Fig. 1: run 1, placement by cell class
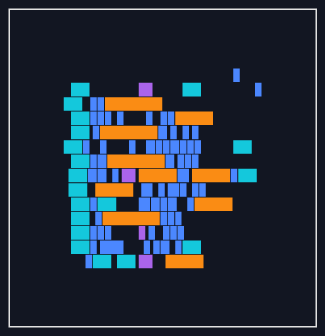
Fig. 2: run 1, where the registers sit
Other sequential cells in the stronger grey, the rest of the logic in the fainter grey.
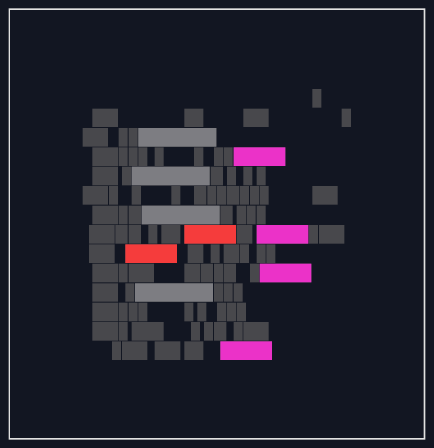
Fig. 3: run 1, the clock network
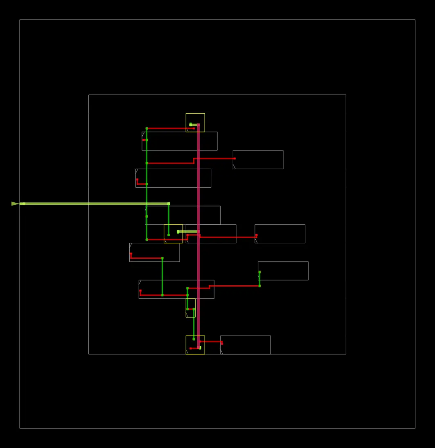
## src/rtl/nzcv_flag_tracker.sv

```systemverilog
// nzcv_flag_tracker: architectural NZCV register plus a shift-register of
// in-flight flag setters between ID issue and flag commit. Presents the
// status vector to the ID-stage condition checker, either forwarding the
// youngest in-flight flags (FWD_EN=1) or requesting an ID stall (FWD_EN=0).
//
// Ports:
//   clk         clock, all state updates on rising edge
//   rst_n       synchronous active-low reset (overrides freeze)
//   freeze      hold all state this cycle
//   flush       kill the instruction in ID (suppresses this cycle's issue)
//   id_issue    instruction leaves ID this cycle
//   id_s_bit    issuing instruction updates flags
//   id_cond     cond field of the instruction in ID
//   alu_flags   {N,Z,C,V} of the instruction in slot 0 (EXE), combinational
//   status_out  {N,Z,C,V} to the condition checker (combinational)
//   arch_flags  committed architectural flags (registered)
//   flag_stall  ID must not issue this cycle (combinational)
//   pending     number of valid slots (combinational)
module nzcv_flag_tracker #(
    parameter int unsigned FLAG_LAT = 2,
    parameter bit          FWD_EN   = 1'b1
) (
    input  logic       clk,
    input  logic       rst_n,
    input  logic       freeze,
    input  logic       flush,
    input  logic       id_issue,
    input  logic       id_s_bit,
    input  logic [3:0] id_cond,
    input  logic [3:0] alu_flags,
    output logic [3:0] status_out,
    output logic [3:0] arch_flags,
    output logic       flag_stall,
    output logic [2:0] pending
);

    localparam int unsigned FLAG_W = 4;
    localparam int unsigned PEND_W = 3;

    logic [FLAG_LAT-1:0]             v;
    logic [FLAG_LAT-1:0][FLAG_W-1:0] slot_flags;
    logic [FLAG_W-1:0]               arch;
    logic                            needs_flags;

    // Slot 0 flags come live from the ALU; older slots use captured copies.
    assign slot_flags[0] = alu_flags;

    generate
        if (FLAG_LAT > 1) begin : g_cap
            logic [FLAG_W-1:0] f [1:FLAG_LAT-1];

            // Captured flag pipeline for slots 1..FLAG_LAT-1.
            always_ff @(posedge clk) begin
                if (!rst_n) begin
                    for (int i = 1; i < int'(FLAG_LAT); i++) begin
                        f[i] <= '0;
                    end
                end else if (!freeze) begin
                    f[1] <= alu_flags;
                    for (int i = 2; i < int'(FLAG_LAT); i++) begin
                        f[i] <= f[i-1];
                    end
                end
            end

            for (genvar g = 1; g < int'(FLAG_LAT); g++) begin : g_slot
                assign slot_flags[g] = f[g];
            end
        end
    endgenerate

    // Slot valid shift register; flush only kills the issuing instruction.
    always_ff @(posedge clk) begin
        if (!rst_n) begin
            v <= '0;
        end else if (!freeze) begin
            v[0] <= id_issue & id_s_bit & ~flush;
            for (int i = 1; i < int'(FLAG_LAT); i++) begin
                v[i] <= v[i-1];
            end
        end
    end

    // Commit from the last slot into the architectural register.
    always_ff @(posedge clk) begin
        if (!rst_n) begin
            arch <= '0;
        end else if (!freeze && v[FLAG_LAT-1]) begin
            arch <= slot_flags[FLAG_LAT-1];
        end
    end

    assign arch_flags = arch;

    // AL (1110) and NV (1111) do not read the flags.
    assign needs_flags = (id_cond[3:1] != 3'b111);

    // Scan oldest to youngest so the youngest valid slot wins.
    always_comb begin
        status_out = arch;
        if (FWD_EN) begin
            for (int i = int'(FLAG_LAT) - 1; i >= 0; i--) begin
                if (v[i]) begin
                    status_out = slot_flags[i];
                end
            end
        end
    end

    assign flag_stall = ~FWD_EN & needs_flags & (|v);

    always_comb begin
        pending = '0;
        for (int i = 0; i < int'(FLAG_LAT); i++) begin
            pending = pending + PEND_W'(v[i]);
        end
    end

endmodule

```

## config.mk

```make
export PLATFORM = sky130hd
export DESIGN_NAME = nzcv_flag_tracker
export DESIGN_NICKNAME = d
export VERILOG_FILES = /design/src/rtl/nzcv_flag_tracker.sv
export SDC_FILE = /design/constraint.sdc
export NUM_CORES = 1
export LEC_CHECK = 0
export ABC_AREA = 1
export CORE_AREA = 10 10 48 50
export CTS_CLUSTER_DIAMETER = 200
export DETAILED_ROUTE_END_ITERATION = 16
export DIE_AREA = 0 0 58 60
export PLACE_DENSITY = 0.82
export SYNTH_ARGS = -nofsm -noshare
export SYNTH_HDL_FRONTEND = slang
export SYNTH_SLANG_ARGS = --single-unit
```

## constraint.sdc

```tcl
create_clock -name clk -period 2.4 [get_ports clk]
set_input_delay 0.24 -clock clk [delete_from_list [all_inputs] [get_ports clk]]
set_output_delay 0.24 -clock clk [all_outputs]
set_load 0.005 [all_outputs]
```

==> impl_metrics.tcl, run 1 <==
# place-and-route summary
set metrics [dict create \
    status "completed" \
    setup_tns_ns 0 \
    cts_resized 0 \
    top_layer_used "met4" \
    cellPowerDensity_nw_per_um2 470 \
    io_buffers 19 \
    switching_share_pct 24.9 \
    timing.fmax_ghz 0.531 \
    end_kind "output port" \
    p_comb_share_pct 12.5 \
    ys_seq_share_pct 44.0 \
    cts-root-buf "clkbuf_4" \
    ys_cells 79 \
    hpwl_mm 1.07 \
    drt_iter0_markers 3 \
    r2r_cells 4 \
    fin_crit_ns 1.88 \
    crit_arrival_ns 1.64 \
    place_area_um2 733 \
    drt-total-wl_mm 1.28 \
    ant_nets 0 \
    syn_area_um2 546 \
    p_sw_w 0.0000889 \
    syn-mean-instance-area_um2 6.91 \
    clockBufferDepth 2 \
    grt_usage_pct 7.95 \
    dr_wl_met2_um 577 \
    path_class "reg2out" \
    largest_area_cell "dfxtp_1" \
    htreeDepth 1 \
    syn2layout_area_growth_pct 39.2 \
    finalPower_w 0.000357 \
    cp-start-kind "register" \
    cts_tree "yes" \
    topCellsByArea "dfxtp_1 22%, edfxtp_1 22%, nand2_1 16%" \
    p_seq_share_pct 52.4 \
    grt_overflow_total 0 \
    finalSetupViolCount 0 \
    power_frac_clock_pct 35.1 \
    viasPerCell 4.47 \
    hp-class "reg2reg" \
    die_x_um 58 \
    layout_top_cell "nand2_1" \
    slew_violations 0 \
    vias 518 \
    log.warning_count 30 \
    cts_setup_buffers 0 \
    synth_flops 10 \
    power_top_consumer "sequential cells" \
    fin_cells 116 \
    grt_pass1_wl_mm 2.15 \
    groute.layer.met3.usage_pct 4.24 \
    pg_comb_w 0.0000447 \
    firstDrtPassIters 3 \
    place_congestion 0.796 \
    routed-wl-met3_um 129 \
    grt_max_degree 11 \
    finalHoldViolCount 0 \
    p_int_w 0.000268 \
    drc 0 \
    min_delay_path_depth 2 \
    nets 116 \
    yosys_warnings 0 \
    lay_top_cells "23 x nand2_1, 19 x clkdlybuf4s50_1, 14 x inv_1" \
    die_area_um2 3480 \
    antennaDiodeCount 0 \
    use_met1_pct 7.85 \
    leakagePower_nw 0.361 \
    hold_buffers 0 \
    initial_core_util_pct 38.0 \
    required_ns 2.16 \
    path_max_fanout 10 \
    wl_per_cell_um 11.0 \
    dieHeight_um 60 \
    busiest_layer "met2" \
    place_ws_ns 0.797 \
    ios 26 \
    dp_cells 112 \
    cap_violations 0 \
    ys_area_um2 546 \
    clk_latency_ns 0.28 \
    drive_gt1_share_pct 7.00 \
    grtUsageMet2_pct 12.9 \
    finalCritPeriodShare_pct 78.5 \
    ys_types 16 \
]
Notes on Fig. 1 above:
registers: shown in orange, cells 10, share of their area 32%. remaining logic cells: shown in blue, cells 67, share of their area 38%. remaining buffers and delay cells: shown in cyan, cells 19, share of their area 26%. clock drivers and dummy loads: shown in purple, cells 4, share of their area 3.6%.
num rows: 14
finished layout cell area: 759 um2
core region area: 1440 um2
Core Util, Final: 52.9%

Notes on Fig. 2 above:
v: shown in red, placed flops 2. arch_flags: shown in magenta, placed flops 4.
Another 4 sequential cells are not coloured.
Seq area share: 31.6%
Seq. pwr: 0.000187 W
Seq. cell area: 240 um2

Notes on Fig. 3 above:
clock group power: 0.000125 W
clock buffers: 3
CTS Buf Count: 3
clk_skew: 0.00582 ns
clock sink count: 10

==> run 1: worst max-delay path, cell delays in order, from the launching register on <==
cell and delay [ns]:
dfxtp_1 0.55, inv_4 0.09, nand2_1 0.09, nand3_1 0.08, nand2_1 0.06, clkdlybuf4s50_1 0.50
==> run 1: area by class of cell <==
type                    instances  area, um2
clock buffers                   3       22.5
well taps                      16       20.0
repair buffers                 19        190
multi-input cells              51        220
fillers                       143        677
flip-flops and latches         10        240
inverters                      16       62.6
clock inverters                 1       3.75
==> run 1: final timing paths <==
kind | from | to | slack [ns]
min | arch_flags[0] | arch_flags[0] | 0.50
min reg2reg | arch_flags[0] | arch_flags[0] | 0.50
max | v[1] | status_out[0] | 0.52
max reg2reg | v[1] | arch_flags[3] | 1.41
==> run 1: flip-flops by register name, indices dropped and copies added, names as in the netlist <==
signal      count
arch_flags      4
v               2
g_cap.f         4
==> run 1: cell families (layout without fill, tap and decap cells) <==
| group | count (synthesis) | after routing | share of synthesized area (%) |
|---|---|---|---|
| compound gates | 2 | 2 | 2.06 |
| fa+ha+maj | 1 | 1 | 2.29 |
| buf+inv | 19 | 39 | 16.3 |
| flops | 10 | 10 | 44.0 |
| other cells | 1 | 2 | 0.687 |
| simple gates | 46 | 46 | 34.6 |
==> run 1: synthesized netlist by cell type <==
| cell type | n |
|---|---|
| o21ai_1 | 1 |
| dfxtp_1 | 6 |
| edfxtp_1 | 4 |
| buf_4 | 2 |
| nor2_2 | 1 |
| ha_1 | 1 |
| conb_1 | 1 |
| nor2_1 | 12 |
| inv_1 | 14 |
| inv_4 | 1 |
| o22ai_1 | 1 |
| nand2_2 | 1 |
| inv_2 | 1 |
| nand3_1 | 9 |
| buf_6 | 1 |
| nand2_1 | 23 |
Fig. 4: run 1, signal metal coverage by tile
12 x 12 tiles, from dark blue (low) to red (high), scaled to the fullest tile. Values are wire area over tile area, all layers added.
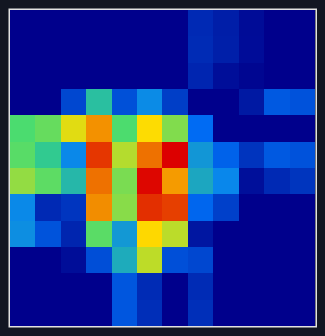

## Run 2: what changed since run 1
--- a/config.mk
+++ b/config.mk
@@ -6,11 +6,11 @@
 export NUM_CORES = 1
 export LEC_CHECK = 0
 export ABC_AREA = 1
-export CORE_AREA = 10 10 48 50
+export CORE_AREA = 10 10 49 51
 export CTS_CLUSTER_DIAMETER = 200
 export DETAILED_ROUTE_END_ITERATION = 16
-export DIE_AREA = 0 0 58 60
-export PLACE_DENSITY = 0.82
+export DIE_AREA = 0 0 59 61
+export PLACE_DENSITY = 0.78
 export SYNTH_ARGS = -nofsm -noshare
 export SYNTH_HDL_FRONTEND = slang
 export SYNTH_SLANG_ARGS = --single-unit
==> constraint.sdc (replaced) <==
create_clock -name clk -period 1.8 [get_ports clk]
set_input_delay 0.18 -clock clk [delete_from_list [all_inputs] [get_ports clk]]
set_output_delay 0.18 -clock clk [all_outputs]
set_load 0.005 [all_outputs]
Fig. 5: run 2, signal metal coverage by tile
12 x 12 tiles, from dark blue (low) to red (high), scaled to the fullest tile. Values are wire area over tile area, all layers added.
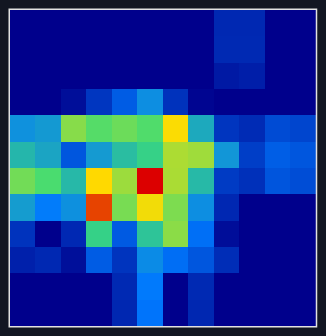
The densest ninth of the die: centre. The fullest tile reaches 0.33. 45% of the tiles are nearly empty.
Global Route Usage Sum: 6.80%
Vias: 500
final wirelength: 1.18 mm
Wirelength per Cell: 10.3 um

Fig. 6: run 2, placement by cell class
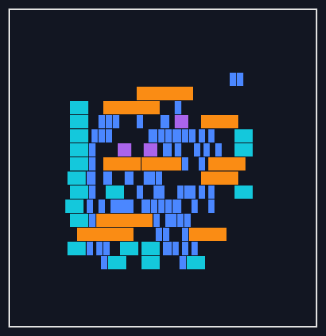
remaining logic cells: shown in blue, cells 67, share of their area 38%. clock-net drivers: shown in purple, cells 3, share of their area 3.1%. registers: shown in orange, cells 10, share of their area 33%. remaining buffers and delay cells: shown in cyan, cells 19, share of their area 26%.
Seq area share: 31.9%
finished layout cell area: 757 um2
core region area: 1470 um2
Core Util, Final: 51.4%

==> impl_metrics.tcl, run 2 <==
# place-and-route summary
set metrics [dict create \
    status "completed" \
    syn-mean-instance-area_um2 6.91 \
    path_max_fanout 10 \
    clkSinkCount 10 \
    timing.fmax_ghz 0.601 \
    htreeDepth 1 \
    cap_violations 0 \
    min_delay_path_depth 3 \
    io_buffers 19 \
    common_cells "23 x nand2_1, 14 x inv_1, 12 x nor2_1, 9 x nand3_1, 6 x dfxtp_1" \
    ys_sh_adder_pct 2.29 \
    die_x_um 59 \
    p_sw_w 0.000100 \
    crit_family "buffers and inverters" \
    largest_area_cell "dfxtp_1" \
    ys_cells 79 \
    synth-async-reset-ratio_pct 0 \
    compound_area_share_pct 2.06 \
    p_comb_share_pct 12.9 \
    top_cell "nand2_1" \
    place_congestion 0.727 \
    nets 116 \
    crit_arrival_ns 1.48 \
    fillers 159 \
    cts_resized 0 \
    drc 0 \
    ant_nets 0 \
    seq-power_w 0.000250 \
    viasPerCell 4.35 \
    simple_gate_area_share_pct 34.6 \
    grt_overflow_total 0 \
    top_logic_kind "simple AND/OR/NAND/NOR gates" \
    finalCritPeriodShare_pct 92.5 \
    ys_types 16 \
    cp_cell_sequence "inv_4 > nand2_1 > nand3_1 > nand2_1 > clkdlybuf4s50_1" \
    syn_area_um2 546 \
    die_area_um2 3600 \
    syn2layout_area_growth_pct 38.8 \
    antennaDiodeCount 0 \
    yosys_warnings 0 \
    cts-root-buf "clkbuf_4" \
    finalHoldViolCount 0 \
    power_top_consumer "sequential cells" \
    cts_tree "yes" \
    finalSetupViolCount 0 \
    firstDrtPassIters 4 \
    grt_pass1_wl_mm 1.95 \
    layout_top_cell "nand2_1" \
    setup_tns_ns 0 \
    crit_cells 5 \
    drive_gt1_share_pct 8.08 \
    r2r_cells 4 \
    switching_share_pct 22.0 \
    hold_buffers 0 \
    path_class "reg2out" \
    slew_violations 0 \
    log.warning_count 30 \
    clockBufferDepth 2 \
    fin_cells 115 \
    pg_comb_w 0.0000587 \
    synth_flops 10 \
    fin_crit_ns 1.66 \
    num_rows 14 \
    dieHeight_um 61 \
    hp-class "in2reg" \
    dp_cells 112 \
    ys_seq_share_pct 44.0 \
    p_int_w 0.000354 \
    leakagePower_nw 0.360 \
    hpwl_mm 1.02 \
    logic_area_um2 220 \
]
## run 2: netlist changes by cell type in the layout (fill, tap and decap cells not counted), sizes merged
cell	previous run	this run
clkinv	1	0
## run 2: worst register-to-register path: cells and delay by family, from the launching register on
| family | cells | cell delay, ns |
|---|---|---|
| flip-flops | 1 | 0.44 |
| AND/OR/NAND/NOR | 3 | 0.26 |
| buffers and inverters | 1 | 0.07 |
## run 2: final timing paths
kind	startpoint	endpoint	slack, ns
max	v[1]	status_out[3]	0.14
min	id_s_bit	v[0]	0.49
max reg2reg	v[1]	arch_flags[1]	0.96
min reg2reg	arch_flags[0]	arch_flags[0]	0.50
## run 2: area by class of cell
class,instances,area share [%]
multi-input cells,51,29.1
clock buffers,3,2.98
flip-flops and latches,10,31.9
well taps,16,2.64
repair buffers,19,25.1
inverters,16,8.26
## run 2: cell families after synthesis
| logic type | Yosys count |
|---|---|
| AND/OR/NAND/NOR | 46 |
| buffers and inverters | 19 |
| flip-flops | 10 |
| AND-OR/OR-AND | 2 |
| adder cells (fa/ha/maj) | 1 |
| other | 1 |
## run 2: layer usage
| metal | vias up | wire, um | global-route usage, % |
|---|---|---|---|
| met5 | - | 0 | 0 |
| met4 | 0 | 10 | 1.97 |
| met3 | 2 | 135 | 5.01 |
| met2 | 15 | 489 | 10.2 |
| met1 | 206 | 547 | 7.42 |
| li1 | 277 | - | - |
## run 2: stage by stage
step	setup slack, ns	utilization, %	total power (W)	cell area [um2]	hold slack [ns]
global route	0.0487	51.4	0.000478	757	0.505
detailed placement	0.295	49.8	0.000314	733	0.495
CTS	0.000466	51.4	0.000462	756	0.482
finish	0.136	51.4	0.000454	757	0.490
global placement	0.297	49.8	0.000312	733	0.488
floorplan	0.954	-	0.000280	549	0.300
Fig. 7: run 2, the clock network
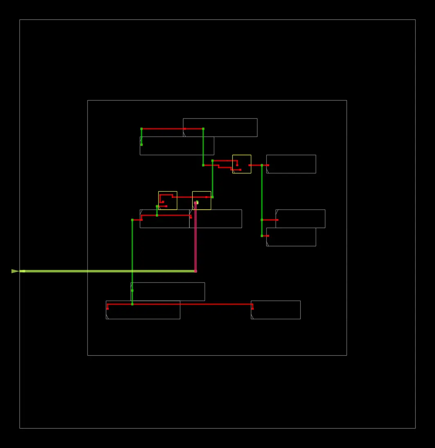

## Run 3: what changed since run 2
--- a/config.mk
+++ b/config.mk
@@ -6,11 +6,11 @@
 export NUM_CORES = 1
 export LEC_CHECK = 0
 export ABC_AREA = 1
-export CORE_AREA = 10 10 49 51
+export CORE_AREA = 10 10 51 53
 export CTS_CLUSTER_DIAMETER = 200
 export DETAILED_ROUTE_END_ITERATION = 16
-export DIE_AREA = 0 0 59 61
-export PLACE_DENSITY = 0.78
+export DIE_AREA = 0 0 61 63
+export PLACE_DENSITY = 0.75
 export SYNTH_ARGS = -nofsm -noshare
 export SYNTH_HDL_FRONTEND = slang
 export SYNTH_SLANG_ARGS = --single-unit
==> constraint.sdc (replaced) <==
create_clock -name clk -period 1.36 [get_ports clk]
set_input_delay 0.136 -clock clk [delete_from_list [all_inputs] [get_ports clk]]
set_output_delay 0.136 -clock clk [all_outputs]
set_load 0.005 [all_outputs]
Fig. 8: run 3, the clock network
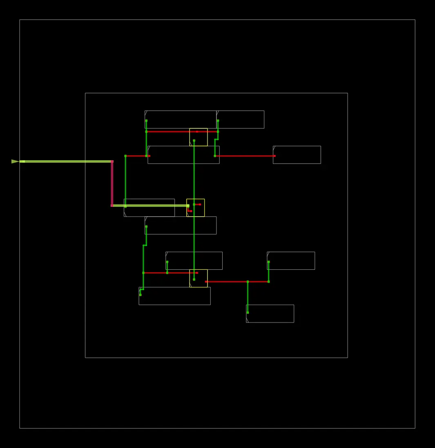
Worst-Skew Late Latency: 0.25 ns
registers: 10

==> impl_metrics.tcl, run 3 <==
# place-and-route summary
set metrics [dict create \
    holdWs_ns 0.441 \
    path_max_fanout 4 \
    fin_cells 121 \
    worstHoldStart "id_s_bit" \
    clkSinkCount 10 \
    ys_types 16 \
    clockBufferDepth 2 \
    drc 0 \
    dp_cells 118 \
    dieHeight_um 63 \
    finalHoldViolCount 0 \
    status "completed" \
    synth_flops 10 \
    antennaDiodeCount 0 \
    fillers 187 \
    htreeDepth 1 \
    nets 121 \
    vias 542 \
    top_logic_kind "simple AND/OR/NAND/NOR gates" \
    die_area_um2 3840 \
    top_cell "nand2_1" \
    reg2reg_from "v[1]" \
    fin_crit_ns 1.28 \
    place_congestion 0.720 \
    num_rows 15 \
    log.warning_count 30 \
    path_class "reg2out" \
    required_ns 1.22 \
    common_cells "23 x nand2_1, 14 x inv_1, 12 x nor2_1, 9 x nand3_1, 6 x dfxtp_1" \
    yosys_warnings 0 \
    finalSetupViolCount 0 \
    syn_area_um2 546 \
    ys_sh_adder_pct 2.29 \
    slew_violations 0 \
    ant_nets 0 \
    coreArea_um2 1650 \
    ys_seq_share_pct 44.0 \
    grt_usage_pct 7.34 \
    startpoint "v[0]" \
    compound_area_share_pct 2.06 \
    grt_overflow_total 0 \
    cts_tree "yes" \
    synth.area.mux_share_pct 0 \
    cap_violations 0 \
    hpwl_mm 1.19 \
    synth_top_area_share_pct 22.0 \
    timing.fmax_ghz 0.784 \
    ys_cells 79 \
    syn-mean-instance-area_um2 6.91 \
    synth-async-reset-ratio_pct 0 \
    largest_area_cell "dfxtp_1" \
    die_x_um 61 \
    grt_pass1_vias 538 \
    grt_pass1_wl_mm 2.23 \
    cts-root-buf "clkbuf_4" \
    drive_gt1_share_pct 17.3 \
    drt-total-wl_mm 1.37 \
    firstDrtPassIters 2 \
    crit_arrival_ns 1.14 \
    layout_top_cell "nand2_1" \
    finalCritPeriodShare_pct 93.8 \
    finalPower_w 0.000601 \
    hp-class "in2reg" \
    viasPerCell 4.48 \
    io_buffers 19 \
    simple_gate_area_share_pct 34.6 \
    wl_per_cell_um 11.3 \
    leakagePower_nw 0.401 \
    syn2layout_area_growth_pct 42.4 \
    cp-start-kind "register" \
]
Fig. 9: run 3, where the registers sit
Other sequential cells in the stronger grey, the rest of the logic in the fainter grey.
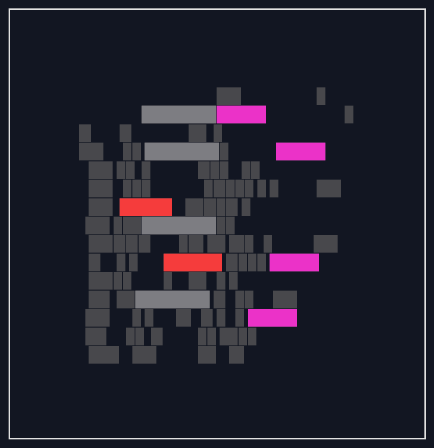
arch_flags: shown in magenta, placed flops 4. v: shown in red, placed flops 2.
Core Util, Final: 47.0%
Seq area share: 31.6%

## run 3: routing by layer
layer | track usage [%] | routed length (um)
met1 | 7.23 | 527
met2 | 12.0 | 689
met3 | 4.07 | 143
met4 | 3.30 | 6
met5 | 0 | 0
## run 3: worst max-delay path: stages (launching register included)
cell,delay [ns]
dfxtp_2,0.34
ha_1,0.28
dlygate4sd2_1,0.27
## run 3: cell type report
type                            count  area [um2]  area share, %
Sequential cell                    10         245           31.6
Inverter                           16        62.6           8.05
Clock buffer                        3        22.5           2.90
Multi-Input combinational cell     51         220           28.3
Timing Repair Buffer               24         205           26.4
Tap cell                           17        21.3           2.74
## run 3: worst paths after layout
path	endpoint	slack, ns	depth (start not counted)
worst max-delay path	pending[0]	0.08	2
worst min register to register	arch_flags[1]	0.50	2
worst max register to register	arch_flags[0]	0.52	5
worst min-delay path	v[0]	0.44	3
## run 3: cells by family (layout without fill, tap and decap cells)
group	after synthesis	in the layout
adders and majority gates	1	1
DFF	10	10
buffers and inverters	19	43
and+or+nand+nor	46	46
other	1	2
AOI/OAI and AO/OA	2	2
## run 3: report_power, final
part,internal (W),total (W),leakage [nW],switching [W]
registers,0.000323,0.000328,0.0927,0.00000578
clock network,0.000102,0.000192,0.0138,0.0000901
logic,0.0000425,0.0000807,0.294,0.0000382
## run 3: through the flow
stage	instance area (um2)	setup WS, ns	setup TNS [ns]
after CTS	795	0.0133	0
after global routing	777	0.0252	0
after detailed placement	772	-0.0389	-0.109
final	777	0.0848	0
after floorplan	549	0.558	0
after global placement	772	-0.0238	-0.0562
## run 3: timing repair
action / CTS / global route
gates resized: 12 / 5
cloned: 0 / 0
hold buffers: 0 / 0
pin swaps: 0 / 0
endpoints found under the setup margin: 6 / 4
buffers inserted: 0 / 0

==> notes/layouts.md <==
Pictures saved along the way, in no particular order.

Clock wires, drivers and flops.
Scale bar: 20 um.
panel A
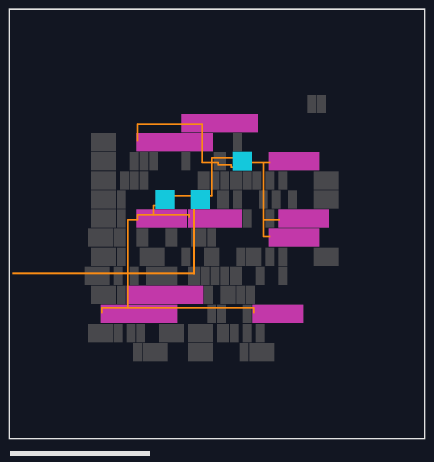
panel B
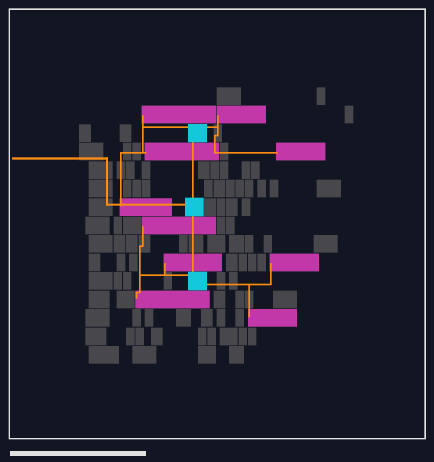
panel C
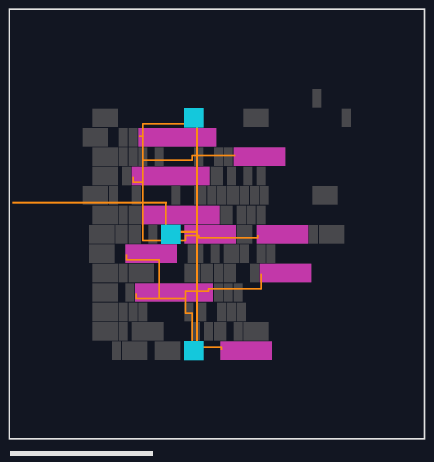
| picture | from |
|---|---|
| panel B | run 3 |
| panel A | run 2 |
| panel C | run 1 |

Power figures rest on the tool's default switching activity, not on a simulated workload.
